### config.mk
export PLATFORM = sky130hd
export DESIGN_NAME = mskaes_ks_rcon_seq
export DESIGN_NICKNAME = d
export VERILOG_FILES = /design/src/rtl/mskaes_ks_rcon_seq.sv
export SDC_FILE = /design/constraint.sdc
export NUM_CORES = 1
export LEC_CHECK = 0
export CAP_MARGIN = 20
export CORE_MARGIN = 5
export CORE_UTILIZATION = 43
export CTS_CLUSTER_DIAMETER = 150
export DETAILED_ROUTE_END_ITERATION = 6
export PLACE_DENSITY = 0.95
export RECOVER_POWER = 100
export SLEW_MARGIN = 0
export SYNTH_ARGS = -nofsm -noshare
export SYNTH_HDL_FRONTEND = slang
export SYNTH_SLANG_ARGS = --single-unit
### constraint.sdc
create_clock -name clk -period 2 [get_ports clk]
set_input_delay 0.2 -clock clk [delete_from_list [all_inputs] [get_ports clk]]
set_output_delay 0.2 -clock clk [all_outputs]
set_load 0.01 [all_outputs]
### src/rtl/mskaes_ks_rcon_seq.sv
// Round sequencer for the masked AES-128 key schedule: steers the shared rcon
// generator and injects its constant into the SubWord result that seeds column 0.
module mskaes_ks_rcon_seq #(
    parameter int d  = 2,
    parameter int NR = 10
) (
    input  logic            clk,
    input  logic            rst,
    input  logic            start,
    input  logic            inverse_in,
    output logic            busy,
    output logic            done,
    output logic            sbox_req,
    input  logic [32*d-1:0] sh_subw,
    input  logic            subw_valid,
    output logic            rcon_rst,
    output logic            rcon_update,
    output logic            rcon_mask,
    output logic            rcon_inverse,
    input  logic [8*d-1:0]  sh_rcon,
    output logic [32*d-1:0] sh_kw,
    output logic            kw_valid,
    output logic            col_en,
    output logic [1:0]      col_idx,
    output logic [3:0]      round
);

    generate
        if (NR < 1 || NR > 15 || d < 2) begin : g_param_check
            $error("mskaes_ks_rcon_seq: NR must be 1..15 and d must be >= 2");
        end
    endgenerate

    localparam logic [3:0] NR_L = 4'(NR);

    typedef enum logic [2:0] {
        S_IDLE  = 3'd0,
        S_INIT  = 3'd1,
        S_ISSUE = 3'd2,
        S_WAIT  = 3'd3,
        S_COLS  = 3'd4,
        S_DONE  = 3'd5
    } state_t;

    state_t            state_r;
    state_t            state_s;
    logic [1:0]        col_r;
    logic [3:0]        round_r;
    logic              inv_r;
    logic [32*d-1:0]   sh_kw_r;
    logic              kw_valid_r;
    logic              last_col_s;
    logic              accept_s;

    assign last_col_s = (state_r == S_COLS) && (col_r == 2'd3);
    assign accept_s   = (state_r == S_WAIT) && subw_valid;

    // State register plus round/column counters and direction latch
    always_ff @(posedge clk or negedge rst) begin
        if (!rst) begin
            state_r <= S_IDLE;
            col_r   <= 2'd0;
            round_r <= 4'd0;
            inv_r   <= 1'b0;
        end else begin
            state_r <= state_s;
            if (state_r == S_WAIT) begin
                col_r <= 2'd1;
            end else if (state_r == S_COLS) begin
                col_r <= col_r + 2'd1;
            end else begin
                col_r <= 2'd0;
            end
            if (state_r == S_INIT) begin
                round_r <= 4'd1;
            end else if (last_col_s && (round_r != NR_L)) begin
                round_r <= round_r + 4'd1;
            end else begin
                round_r <= round_r;
            end
            if ((state_r == S_IDLE) && start) begin
                inv_r <= inverse_in;
            end else begin
                inv_r <= inv_r;
            end
        end
    end

    // Column-0 word capture: rcon is zero-extended so it lands only in byte 0 of every share slot
    always_ff @(posedge clk or negedge rst) begin
        if (!rst) begin
            sh_kw_r    <= '0;
            kw_valid_r <= 1'b0;
        end else begin
            kw_valid_r <= accept_s;
            if (accept_s) begin
                sh_kw_r <= sh_subw ^ {{(24*d){1'b0}}, sh_rcon};
            end else begin
                sh_kw_r <= sh_kw_r;
            end
        end
    end

    // Next-state decode
    always_comb begin
        state_s = state_r;
        case (state_r)
            S_IDLE:  if (start) state_s = S_INIT; else state_s = S_IDLE;
            S_INIT:  state_s = S_ISSUE;
            S_ISSUE: state_s = S_WAIT;
            S_WAIT:  if (subw_valid) state_s = S_COLS; else state_s = S_WAIT;
            S_COLS: begin
                if (col_r == 2'd3) begin
                    if (round_r == NR_L) state_s = S_DONE;
                    else                 state_s = S_ISSUE;
                end else begin
                    state_s = S_COLS;
                end
            end
            S_DONE:  state_s = S_IDLE;
            default: state_s = S_IDLE;
        endcase
    end

    // Output decode from the registered state; rcon is only ungated while waiting for SubWord
    always_comb begin
        busy        = 1'b0;
        done        = 1'b0;
        sbox_req    = 1'b0;
        rcon_rst    = 1'b0;
        rcon_update = 1'b0;
        rcon_mask   = 1'b0;
        col_en      = 1'b0;
        col_idx     = 2'd0;
        case (state_r)
            S_IDLE: begin
                busy = 1'b0;
            end
            S_INIT: begin
                busy     = 1'b1;
                rcon_rst = 1'b1;
            end
            S_ISSUE: begin
                busy     = 1'b1;
                sbox_req = 1'b1;
            end
            S_WAIT: begin
                busy      = 1'b1;
                rcon_mask = 1'b1;
            end
            S_COLS: begin
                busy        = 1'b1;
                col_en      = 1'b1;
                col_idx     = col_r;
                rcon_update = last_col_s && (round_r != NR_L);
            end
            S_DONE: begin
                done = 1'b1;
            end
            default: begin
                busy = 1'b0;
            end
        endcase
    end

    assign rcon_inverse = inv_r;
    assign sh_kw        = sh_kw_r;
    assign kw_valid     = kw_valid_r;
    assign round        = round_r;

endmodule
==> run_results.csv <==
group,metric,value,unit
yosys,synth_cell_types,32,
grt,grt_use_met2,0.316,
final_timing,hold_violations,8,
setup_path,path_cells,"clkbuf_4, or3b_1, inv_2, dlygate4sd2_1",
setup_path,crit_type,"register to output port",
place,gp_congestion,0.788,
floorplan,fp_util,0.434,
grt,grt_util_met3,0.0581,
cells_and_area,syn_to_final_growth,54.4,%
cts,ctsHoldBuffers,0,
yosys,ys_area,0.00330,sq mm
routing,drt-met1-wl,2980,microns
power_and_ir_drop,seq_power_share,0.368,
final_timing,skew,0.0136,ns
setup_path,startpoint,"state_r[0]",
power_and_ir_drop,netSwitchingFraction,0.320,
cts,cts_max_path_buffers,2,
setup_path,endpoint_kind,"output port",
grt,grt_first_pass_wirelength,13200,microns
cts,post_cts_buffers,6,
status,failed_checks,"hold timing",
final_timing,fin_crit,1.92,ns
place,dpl_worst_slack,0.183,ns
grt,grt_overflow,0,
status,status,"finished with violations",
final_timing,whs,-0.0171,ns
power_and_ir_drop,p_int,4780,uW
floorplan,die_h,97.7,microns
cells_and_area,fin_area,0.00510,sq mm
yosys,ys_cells,229,
floorplan,die_area,0.00954,sq mm
routing,vias,2394,
setup_path,critical_path_depth,4,
cts,cts.sinks,75,
power by group through the flow:
stage	clock, uW	sequential, uW	combinational, uW
detailed placement	0	2690	3750
CTS	1460	2650	3860
finish	1420	2590	3020
global placement	0	2650	3670
global route	1530	2680	3260
floorplan	0	2920	1610
per-stage QoR:
| stage | utilization | power, uW |
|---|---|---|
| 2_1_floorplan | - | 4530 |
| 3_3_place_gp | 0.659 | 6320 |
| 3_5_place_dp | 0.659 | 6440 |
| 4_1_cts | 0.697 | 7970 |
| 5_1_grt | 0.671 | 7470 |
| 6_report | 0.671 | 7030 |
layout make-up:
cell class              count  area [sq um]
flip-flops and latches     75          1880
repair buffers            173          1700
fillers                   596          2500
inverters                   6          22.5
well taps                 102           128
clock buffers               9           124
multi-input cells         136          1120
clock inverters             7           124
kinds of logic after synthesis:
group           Yosys count  synth area share
xor+xnor                 17            0.0451
mux                      51             0.225
compound gates           26            0.0413
simple gates             39            0.0704
flops                    75             0.568
buf+inv                  18            0.0386
fa+ha+maj                 3            0.0114
cells in the mapped netlist (2+ instances only):
library cell | count | share of area
a21oi_1 | 4 | 0.0061
and2_1 | 4 | 0.0076
and3b_1 | 2 | 0.0053
buf_2 | 3 | 0.0045
buf_6 | 7 | 0.024
dfrtp_1 | 75 | 0.57
ha_1 | 3 | 0.011
inv_1 | 6 | 0.0068
mux2_2 | 3 | 0.010
mux2_4 | 46 | 0.21
mux2i_1 | 2 | 0.0061
nand2_1 | 19 | 0.022
nand3_1 | 2 | 0.0030
o21ai_0 | 19 | 0.029
xnor2_1 | 17 | 0.045
sequential cells by signal, indices dropped and copies added, names as in the netlist:
name	flops
col_r	2
kw_valid	1
rcon_inverse	1
round	4
sh_kw	64
state_r	3
Metal layers overlaid:
Drawn at 4 px/micron. Two of the layers only.
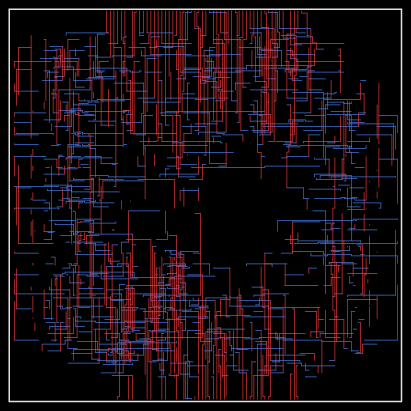
| color | layer | wire length |
|---|---|---|
| blue | met1 | 2980 microns |
| red | met2 | 4360 microns |

Cell outlines without signal wires:
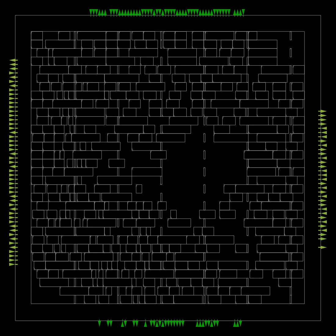
Non-Filler Instances: 508
Rows: 32
n_taps: 102
filler cell count: 596
flip-flops: 75

Register map, names as in the netlist:
Drawn at 6 px/micron. Other sequential cells in the stronger gray, the rest of the logic in the fainter gray.
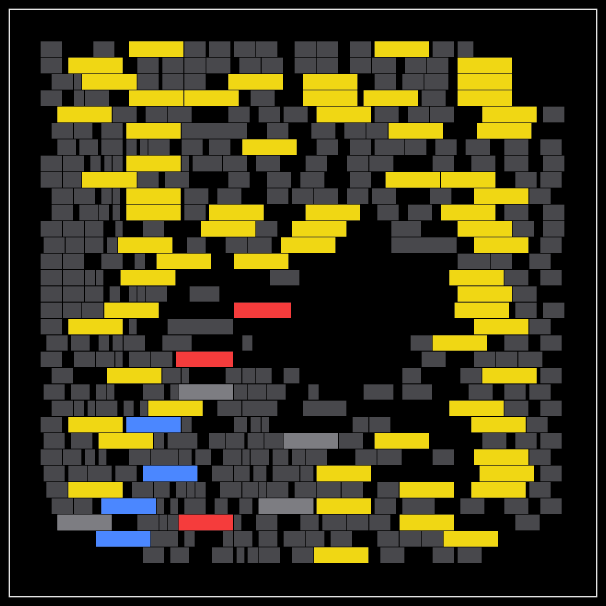
| color | name in the netlist | placed flops |
|---|---|---|
| red | `state_r` | 3 |
| yellow | `sh_kw` | 64 |
| blue | `round` | 4 |

Cells colored by class:
Drawn at 3 px/micron.
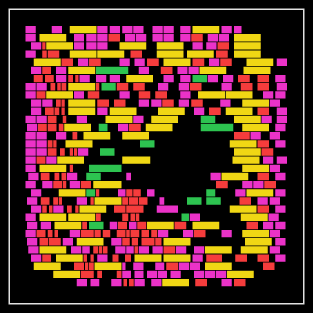
| color | class | cells |
|---|---|---|
| red | all other logic | 142 |
| magenta | other buffers and delay cells | 173 |
| yellow | flip-flops | 75 |
| green | clock drivers and dummy loads | 16 |

Power figures rest on the tool's default switching activity, not on a simulated workload.
